==> config.mk <==
export PLATFORM = sky130hd
export DESIGN_NAME = mac_recv_filter_flat
export DESIGN_NICKNAME = d
export VERILOG_FILES = /design/src/rtl/mac_recv_filter_if.sv /design/src/rtl/mac_recv_filter.sv /design/src/flat_wrapper.sv
export SDC_FILE = /design/constraint.sdc
export NUM_CORES = 1
export LEC_CHECK = 0
export CAP_MARGIN = 25
export CORE_UTILIZATION = 46
export DETAILED_ROUTE_END_ITERATION = 7
export HOLD_SLACK_MARGIN = 0.15
export PLACE_DENSITY = 0.77
export SYNTH_ARGS = -nofsm -noshare
export SYNTH_HDL_FRONTEND = slang
export SYNTH_SLANG_ARGS = --single-unit
==> constraint.sdc <==
create_clock -name clock -period 5.37 [get_ports clock]
set_input_delay 1.074 -clock clock [delete_from_list [all_inputs] [get_ports clock]]
set_output_delay 1.074 -clock clock [all_outputs]
set_load 0.1 [all_outputs]
==> src/rtl/mac_recv_filter_if.sv <==
// Receive byte stream from the deserialiser plus the parsed-header results
// handed on to the ARP/IP/UDP receivers.
interface mac_recv_filter_if #(
  parameter int CNT_W = 16
);
  logic             rx_enable;
  logic [7:0]       data;
  logic             active;
  logic             hdr_valid;
  logic             broadcast;
  logic             multicast;
  logic [2:0]       type_idx;
  logic             vlan_valid;
  logic [11:0]      vlan_id;
  logic [47:0]      remote_mac;
  logic [CNT_W-1:0] drop_count;

  modport master (
    output rx_enable, data,
    input  active, hdr_valid, broadcast, multicast, type_idx,
           vlan_valid, vlan_id, remote_mac, drop_count
  );

  modport slave (
    input  rx_enable, data,
    output active, hdr_valid, broadcast, multicast, type_idx,
           vlan_valid, vlan_id, remote_mac, drop_count
  );
endinterface

==> src/rtl/mac_recv_filter.sv <==
// Ethernet RX header parser/filter: destination check, source capture, optional
// single 802.1Q tag strip and EtherType table match; rejected frames are counted.
module mac_recv_filter #(
  parameter int                    NUM_TYPES = 4,
  parameter logic [16*NUM_TYPES-1:0] TYPE_LIST = {16'h0800, 16'h0806, 16'h86DD, 16'h88CC},
  parameter bit                    VLAN_EN   = 1'b1,
  parameter bit                    MCAST_EN  = 1'b0,
  parameter int                    CNT_W     = 16
) (
  input  logic             clock,
  input  logic             reset_n,
  input  logic [47:0]      local_mac,
  mac_recv_filter_if.slave rx
);

  typedef enum logic [2:0] {DST, SRC, TYPE, VLAN, PAYLOAD, DISCARD} state_t;

  state_t           state_q, state_d;
  logic [2:0]       byte_no_q, byte_no_d;
  logic             ucast_ok_q, ucast_ok_d;
  logic             bcast_ok_q, bcast_ok_d;
  logic             mcast_ok_q, mcast_ok_d;
  logic             tag_seen_q, tag_seen_d;
  logic [47:0]      temp_mac_q, temp_mac_d;
  logic [7:0]       type_hi_q, type_hi_d;
  logic [11:0]      tci_q, tci_d;

  logic             hdr_valid_q;
  logic             broadcast_q;
  logic             multicast_q;
  logic [2:0]       type_idx_q;
  logic             vlan_valid_q;
  logic [11:0]      vlan_id_q;
  logic [47:0]      remote_mac_q;
  logic [CNT_W-1:0] drop_q;

  logic             latch;
  logic             drop_inc;
  logic [7:0]       mac_byte;
  logic [15:0]      type16;
  logic             type_hit;
  logic [2:0]       type_hit_idx;

  function automatic logic [CNT_W-1:0] sat_inc(input logic [CNT_W-1:0] v);
    return (&v) ? v : v + CNT_W'(1);
  endfunction

  always_comb begin
    case (byte_no_q)
      3'd5:    mac_byte = local_mac[47:40];
      3'd4:    mac_byte = local_mac[39:32];
      3'd3:    mac_byte = local_mac[31:24];
      3'd2:    mac_byte = local_mac[23:16];
      3'd1:    mac_byte = local_mac[15:8];
      default: mac_byte = local_mac[7:0];
    endcase
  end

  // Scanning from the top index down leaves the lowest matching entry in place.
  always_comb begin
    type16       = {type_hi_q, rx.data};
    type_hit     = 1'b0;
    type_hit_idx = '0;
    for (int i = NUM_TYPES - 1; i >= 0; i--) begin
      if (TYPE_LIST[16*(NUM_TYPES-1-i) +: 16] == type16) begin
        type_hit     = 1'b1;
        type_hit_idx = 3'(i);
      end
    end
  end

  always_comb begin
    state_d    = state_q;
    byte_no_d  = byte_no_q;
    ucast_ok_d = ucast_ok_q;
    bcast_ok_d = bcast_ok_q;
    mcast_ok_d = mcast_ok_q;
    tag_seen_d = tag_seen_q;
    temp_mac_d = temp_mac_q;
    type_hi_d  = type_hi_q;
    tci_d      = tci_q;
    latch      = 1'b0;
    drop_inc   = 1'b0;

    if (!rx.rx_enable) begin
      state_d    = DST;
      byte_no_d  = 3'd5;
      ucast_ok_d = 1'b1;
      bcast_ok_d = 1'b1;
      tag_seen_d = 1'b0;
      // A gap that cuts a header short costs one drop; idle, payload and discard gaps do not.
      if ((state_q == SRC) || (state_q == TYPE) || (state_q == VLAN) ||
          ((state_q == DST) && (byte_no_q != 3'd5)))
        drop_inc = 1'b1;
    end else begin
      case (state_q)
        DST: begin
          if (rx.data != mac_byte) ucast_ok_d = 1'b0;
          if (rx.data != 8'hFF)    bcast_ok_d = 1'b0;
          if (byte_no_q == 3'd5)   mcast_ok_d = rx.data[0];
          if (byte_no_q == 3'd0) begin
            state_d   = SRC;
            byte_no_d = 3'd5;
          end else begin
            byte_no_d = byte_no_q - 3'd1;
          end
        end
        SRC: begin
          temp_mac_d = {temp_mac_q[39:0], rx.data};
          if (byte_no_q == 3'd0) begin
            if (bcast_ok_q || ucast_ok_q || (MCAST_EN && mcast_ok_q)) begin
              state_d   = TYPE;
              byte_no_d = 3'd1;
            end else begin
              state_d  = DISCARD;
              drop_inc = 1'b1;
            end
          end else begin
            byte_no_d = byte_no_q - 3'd1;
          end
        end
        TYPE: begin
          if (byte_no_q == 3'd1) begin
            type_hi_d = rx.data;
            byte_no_d = 3'd0;
          end else if (VLAN_EN && (type16 == 16'h8100) && !tag_seen_q) begin
            state_d   = VLAN;
            byte_no_d = 3'd1;
          end else if (type_hit) begin
            state_d = PAYLOAD;
            latch   = 1'b1;
          end else begin
            state_d  = DISCARD;
            drop_inc = 1'b1;
          end
        end
        VLAN: begin
          if (byte_no_q == 3'd1) begin
            tci_d[11:8] = rx.data[3:0];
            byte_no_d   = 3'd0;
          end else begin
            tci_d[7:0] = rx.data;
            tag_seen_d = 1'b1;
            state_d    = TYPE;
            byte_no_d  = 3'd1;
          end
        end
        default: ;
      endcase
    end
  end

  always_ff @(posedge clock or negedge reset_n) begin
    if (!reset_n) begin
      state_q      <= DST;
      byte_no_q    <= 3'd5;
      ucast_ok_q   <= 1'b1;
      bcast_ok_q   <= 1'b1;
      mcast_ok_q   <= 1'b0;
      tag_seen_q   <= 1'b0;
      temp_mac_q   <= '0;
      type_hi_q    <= '0;
      tci_q        <= '0;
      hdr_valid_q  <= 1'b0;
      broadcast_q  <= 1'b0;
      multicast_q  <= 1'b0;
      type_idx_q   <= '0;
      vlan_valid_q <= 1'b0;
      vlan_id_q    <= '0;
      remote_mac_q <= '0;
      drop_q       <= '0;
    end else begin
      state_q     <= state_d;
      byte_no_q   <= byte_no_d;
      ucast_ok_q  <= ucast_ok_d;
      bcast_ok_q  <= bcast_ok_d;
      mcast_ok_q  <= mcast_ok_d;
      tag_seen_q  <= tag_seen_d;
      temp_mac_q  <= temp_mac_d;
      type_hi_q   <= type_hi_d;
      tci_q       <= tci_d;
      hdr_valid_q <= latch;
      // Header results only move on acceptance, so rejected frames leave them intact.
      if (latch) begin
        remote_mac_q <= temp_mac_q;
        type_idx_q   <= type_hit_idx;
        broadcast_q  <= bcast_ok_q;
        multicast_q  <= mcast_ok_q & ~bcast_ok_q;
        vlan_valid_q <= tag_seen_q;
        vlan_id_q    <= tag_seen_q ? tci_q : 12'h000;
      end
      if (drop_inc) drop_q <= sat_inc(drop_q);
    end
  end

  assign rx.active     = rx.rx_enable & (state_q == PAYLOAD);
  assign rx.hdr_valid  = hdr_valid_q;
  assign rx.broadcast  = broadcast_q;
  assign rx.multicast  = multicast_q;
  assign rx.type_idx   = type_idx_q;
  assign rx.vlan_valid = vlan_valid_q;
  assign rx.vlan_id    = vlan_id_q;
  assign rx.remote_mac = remote_mac_q;
  assign rx.drop_count = drop_q;

endmodule

==> src/flat_wrapper.sv <==
// flat-port wrapper written by rule: the top's interface ports become plain ports
module mac_recv_filter_flat 
#(
  parameter int                    NUM_TYPES = 4,
  parameter logic [16*NUM_TYPES-1:0] TYPE_LIST = {16'h0800, 16'h0806, 16'h86DD, 16'h88CC},
  parameter bit                    VLAN_EN   = 1'b1,
  parameter bit                    MCAST_EN  = 1'b0,
  parameter int                    CNT_W     = 16
)
  (clock, reset_n, local_mac, rx_rx_enable, rx_data, rx_active, rx_hdr_valid, rx_broadcast, rx_multicast, rx_type_idx, rx_vlan_valid, rx_vlan_id, rx_remote_mac, rx_drop_count);
  mac_recv_filter_if #(.CNT_W(CNT_W)) rx_i ();
  input  logic clock;
  input  logic reset_n;
  input  logic [47:0] local_mac;
  input wire logic [$bits(rx_i.rx_enable)-1:0] rx_rx_enable;
  input wire logic [$bits(rx_i.data)-1:0] rx_data;
  output wire logic [$bits(rx_i.active)-1:0] rx_active;
  output wire logic [$bits(rx_i.hdr_valid)-1:0] rx_hdr_valid;
  output wire logic [$bits(rx_i.broadcast)-1:0] rx_broadcast;
  output wire logic [$bits(rx_i.multicast)-1:0] rx_multicast;
  output wire logic [$bits(rx_i.type_idx)-1:0] rx_type_idx;
  output wire logic [$bits(rx_i.vlan_valid)-1:0] rx_vlan_valid;
  output wire logic [$bits(rx_i.vlan_id)-1:0] rx_vlan_id;
  output wire logic [$bits(rx_i.remote_mac)-1:0] rx_remote_mac;
  output wire logic [$bits(rx_i.drop_count)-1:0] rx_drop_count;
  assign rx_i.rx_enable = rx_rx_enable;
  assign rx_i.data = rx_data;
  assign rx_active = rx_i.active;
  assign rx_hdr_valid = rx_i.hdr_valid;
  assign rx_broadcast = rx_i.broadcast;
  assign rx_multicast = rx_i.multicast;
  assign rx_type_idx = rx_i.type_idx;
  assign rx_vlan_valid = rx_i.vlan_valid;
  assign rx_vlan_id = rx_i.vlan_id;
  assign rx_remote_mac = rx_i.remote_mac;
  assign rx_drop_count = rx_i.drop_count;
  mac_recv_filter #(.NUM_TYPES(NUM_TYPES), .TYPE_LIST(TYPE_LIST), .VLAN_EN(VLAN_EN), .MCAST_EN(MCAST_EN), .CNT_W(CNT_W)) u_core (.clock(clock), .reset_n(reset_n), .local_mac(local_mac), .rx(rx_i));
endmodule
**Run 1: floorplan with the power grid**

Pins as bars on the die edge. Tap cells in gray.
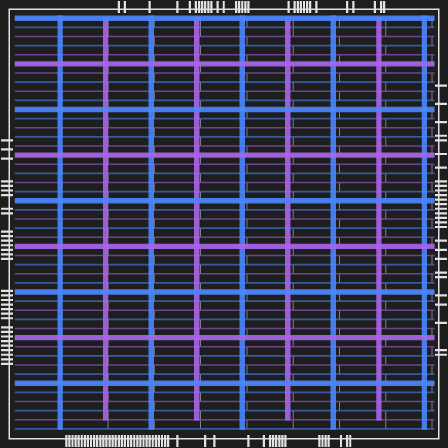
purple -> VDD
blue -> VSS
met5 straps = 9
met1 rails = 46
tap cells = 211
met4 straps = 9
rows = 45

**Run 1: logic cells by family**

The bar under the picture is 50 um long.
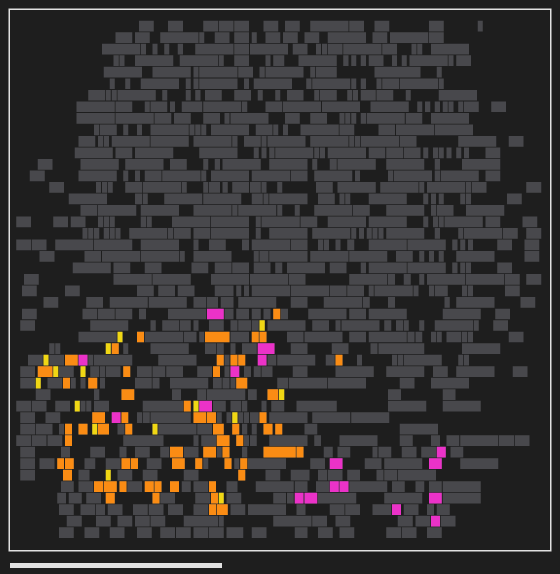
yellow -> inverters  # cells 15
orange -> inverting AOI/OAI gates  # cells 63
magenta -> AND and OR gates  # cells 17

**Run 1: cell classes on the final placement**

The bar under the picture is 50 um long.
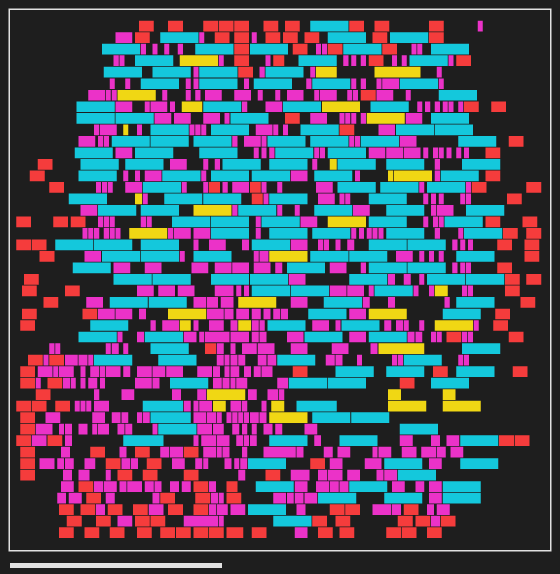
cyan -> flip-flops  # cells 160, share of their area 44%
red -> other buffers and delay cells  # cells 146, share of their area 16%
yellow -> clock drivers and dummy loads  # cells 32, share of their area 6.5%
magenta -> all other logic  # cells 483, share of their area 33%

==> results.txt, run 1 <==
Update from the flow run.

The flow ran to the end, and the final reports show no timing, DRC or antenna violations. The filler cell count in the final layout is ~1.3k. Per the synthesis report, the AND-OR/OR-AND share of the synthesized area is 0.0686. Detailed routing placed a total of 7.30 mm of wire on met2.

The die is 128 um wide. The register share after synthesis is 0.553. The number of buffers and inverters on the critical path is 2. Per the synthesis report, the adder-cell share of the synthesized area is 0.00172. For this run, the post-layout net count is between 800 and 900. The switching fraction of total power is 0.290. The share of cell area taken by multi-input logic gates is 0.315. The clock latency on the worst-skew pair is 0.42 ns.

Post-route period utilization is reported as 0.695. The gate count of the mapped netlist is ~690. The number of maximum-capacitance violations is 0. Of the total power, combinational logic draws 0.164. 0 antenna diodes ended up in the layout.

The tally of nets with antenna violations remaining after routing is 0. The core region area is around 0.015 mm^2. The overall die area is about 0.016 mm^2. The number of sequential cells reported for the layout is 160. The area of the mapped netlist is 0.00725 mm^2. The library cell used most frequently in the layout, excluding fill and tap cells, is sky130_fd_sc_hd__nand2_1.

Measured on the final layout, buffering overhead outside the clock network stands at 0.156. For reference, the clock transition at the flip-flops on the worst setup and hold paths is 0.06 ns. The maximum buffer depth of the clock tree is 2. The clock H-tree reported by CTS has 4 levels. The chip area line in the Yosys stat output reads 0.00725 mm^2. The clock drives about 160 sinks.

The longest incremental delay of any stage on the critical path is reported as 0.77 ns. Per the hold report, the tightest min-delay path originates at u_core.rx.remote_mac[42]. The time the final worst path needs with I/O delays and setup is 3.73 ns. Buffers placed on the I/O ports in this run total 141. Ranked by total area, the top cell class in this layout is registers. The initial antenna violation count is 0.
run 1: stage by stage:
stage	area, um^2	util	hold WS [ns]
3_5_place_dp	8700	0.568	0.455
3_3_place_gp	8700	0.568	0.451
4_1_cts	9290	0.607	0.469
2_1_floorplan	7250	-	0.442
6_report	9290	0.607	0.462
5_1_grt	9290	0.607	0.494
run 1: worst min-delay path, cell delays in order, from the launching register on:
cell and delay, ns:
sky130_fd_sc_hd__dfrtp_1 0.34, sky130_fd_sc_hd__nand2_1 0.05, sky130_fd_sc_hd__nand2_1 0.04
run 1: power groups by stage:
stage               Combinational (uW)  Sequential (uW)  Clock [uW]
finish                             506             1380        1200
global placement                   502             1400           0
detailed placement                 511             1410           0
CTS                                512             1380        1210
floorplan                          207             1540           0
global route                       541             1400        1270
**Run 1: clock wiring as the flow saved it**

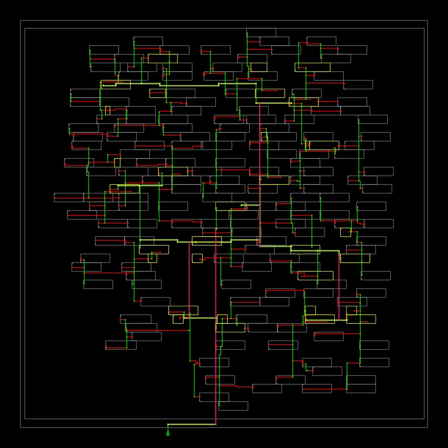

==> run 2: changes to the inputs <==
--- a/config.mk
+++ b/config.mk
@@ -9,7 +9,7 @@
 export CORE_UTILIZATION = 46
 export DETAILED_ROUTE_END_ITERATION = 7
 export HOLD_SLACK_MARGIN = 0.15
-export PLACE_DENSITY = 0.77
+export PLACE_DENSITY = 0.8
 export SYNTH_ARGS = -nofsm -noshare
 export SYNTH_HDL_FRONTEND = slang
 export SYNTH_SLANG_ARGS = --single-unit
==> constraint.sdc (replaced) <==
create_clock -name clock -period 3.1 [get_ports clock]
set_input_delay 0.62 -clock clock [delete_from_list [all_inputs] [get_ports clock]]
set_output_delay 0.62 -clock clock [all_outputs]
set_load 0.1 [all_outputs]
**Run 2: clock wiring as the flow saved it**

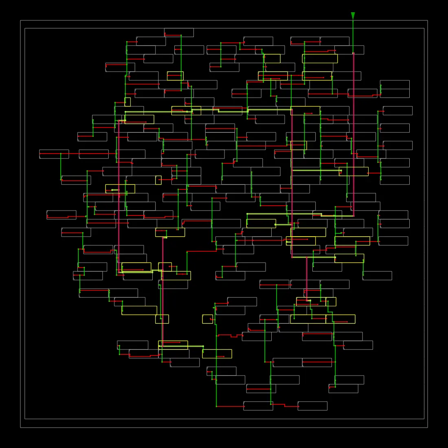
Worst-Skew Late Latency: 0.43 ns
total clock buffers created by CTS: 17

**Run 2: logic cells by family**

The bar under the picture is 50 um long.
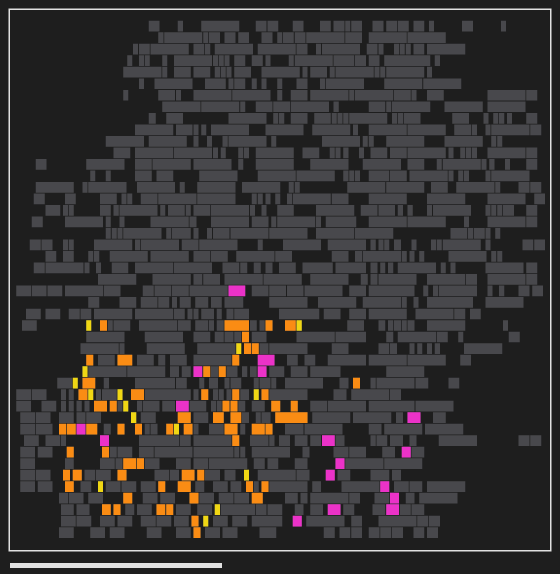
magenta -> AND and OR gates  # cells 17
yellow -> inverters  # cells 15
orange -> inverting AOI/OAI gates  # cells 63

==> run 2 against run 1 <==
  * Synthesized cell count unchanged
  * Sequential power increased by 74%
  * Flip-flop count unchanged
  * Via count grew 3.1%
  * Core utilization up 0.66 points
  * Final area increased by 1.1%
  * Count of clock-buffer cells in the layout down 1
  * Setup slack worse by 1.1 ns
  * First-iteration DRC count shrank 12%
  * Area after synthesis is the same
  * Power up 83%
  * Critical endpoint is now u_core.rx.vlan_id[4]
  * Largest power group unchanged
==> results.txt, run 2 <==
Update from the flow run.

The tally of buffers added on design ports is 141 (unchanged). Ranking logic cells in the layout by count gives the top entries sky130_fd_sc_hd__nand2_1 (194), sky130_fd_sc_hd__dfrtp_1 (156), sky130_fd_sc_hd__buf_4 (102). The gate count of the mapped netlist is 685 (unchanged). The number of different library cells used by synthesis comes to between 60 and 70.

The number of diodes added for antenna fixing came to 0 (unchanged). The delay of the slowest cell on the worst path is 0.55 ns (-0.22 ns). The final-layout worst hold slack came to 0.174 ns (-0.288 ns). Pins over their slew limit in the final report were tallied at 0.

The first global-routing pass estimated 28.1 mm of wire. Once routing completed, OpenROAD measured the worst setup slack at 0.538 ns. The area of the mapped netlist came to 0.00725 mm^2 (unchanged).

The power report attributes to the clock group a share of 0.415. In this run the critical path is formed by clkdlybuf4s50_1, nor4_2, nand2_1, nor4_1, or2_2, nand2_2, buf_4, nand2_1, nand2_1. The number of H-tree levels is 4 (unchanged). The total track usage is 0.222. The horizontal extent of the die is 128 um (unchanged). The logic gate share of total power is 0.160 (-0.004). Yosys reports that the most numerous cell types are sky130_fd_sc_hd__nand2_1 (195), sky130_fd_sc_hd__dfrtp_1 (156), sky130_fd_sc_hd__mux2_2 (70). The type recorded for the worst min-delay path is input port to async pin. The final instance area is 0.00939 mm^2 (+1.1%). The AND-OR/OR-AND share of the synthesized area is 0.0686 (unchanged). The highest achievable clock rate is 0.390 GHz. Once the clock tree was built, the resizer swapped 0 gates to a different size. In the final layout, the share of cells above drive strength 1 is 0.276. The critical path's slowest stage uses the library cell sky130_fd_sc_hd__clkdlybuf4s50_1. The area growth from synthesis to final layout is 29.4%.

The pre-CTS setup slack is 0.186 ns. The count of final hold-check violations is 0. The utilization of the core after routing is 0.613 (+0.00662). The register share after synthesis came to 0.553 (unchanged). The run finished with clean final reports. The number of maximum-capacitance violations is 0 (unchanged).

The number of buffers and inverters on the critical path is 2 (unchanged). The total cell area at the placement stage is 0.00872 mm^2 (+0.29%). The area share of fa/ha/maj cells after synthesis came to 0.00172 (unchanged).

The yosys stat chip area is 0.00725 mm^2 (unchanged). The maximum buffer depth of the clock tree was 2 (unchanged). The maximum fanout along the worst path is 24. The root buffer cell chosen for the clock tree is sky130_fd_sc_hd__clkbuf_16. After synthesis, the share of cell area in mux cells is 0.126. The initial antenna violation count was 0 (unchanged). At the floorplan stage, the core utilization is reported as 0.474.

The fraction of the cycle the final worst path needs is 0.827. The number of nets in the final layout is 888 (+2.3%). Dividing the detail-routed wire length by the instance count gives around 16 um.

The number of sinks on the clock net is 160 (unchanged). The core region area is 0.0153 mm^2 (unchanged). The smallest clock period supported by the final layout is computed as approximately 2.6 ns. The vertical die size is approximately 130 um. The filler cell count in the final layout is 1,290 (-1.3%). The area fraction in xor and xnor cells is 0.0205. The most common logic cell in the final layout is sky130_fd_sc_hd__nand2_1. Ranked by total cell area, the synthesized netlist is headed by sky130_fd_sc_hd__dfrtp_1 (54%), sky130_fd_sc_hd__mux2_2 (11%), sky130_fd_sc_hd__nand2_1 (10%). The tally of nets with antenna violations remaining after routing was 0 (unchanged). The overall die area is 0.0163 mm^2 (unchanged). The clock-pin slew on the worst setup and hold paths is 0.06 ns (about the same).

The wire-length estimate of the detail-placed layout is 11.8 mm. The switching fraction of total power is 0.279 (-0.0105).
**Run 2: clock wires, drivers and flops**

The bar under the picture is 50 um long.
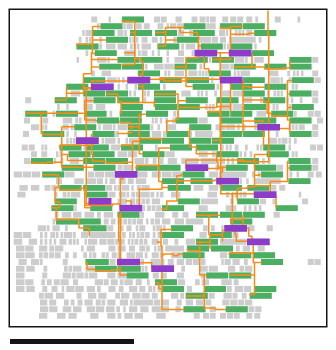
orange -> clock wires  # length 1,810 um
purple -> cells driving clock nets  # count 17
green -> flip-flops  # count 160
routed clock nets = 18

-- run 2: cell counts after synthesis --
No cell type changed its count.
-- run 2: layout make-up --
class / instances / area share
Sequential cell: 160 / 0.427
Multi-Input combinational cell: 468 / 0.312
Timing Repair Buffer: 166 / 0.156
Clock buffer: 20 / 0.0497
Tap cell: 211 / 0.0281
Clock inverter: 11 / 0.0213
Inverter: 15 / 0.00600
-- run 2: layer usage --
metal	vias up	global-route usage	routed length, um
met5	-	0	0
met4	0	0.0775	266
met3	21	0.0377	683
met2	150	0.347	8030
met1	2744	0.314	8050
li1	2633	-	-
-- run 2: power by group through the flow --
stage	logic, uW	clock network, uW	registers, uW
floorplan	358	0	2670
global placement	892	0	2420
detailed placement	904	0	2430
CTS	908	2370	2390
global route	961	2470	2410
finish	902	2340	2400
Power is estimated from default activity; no workload was simulated.
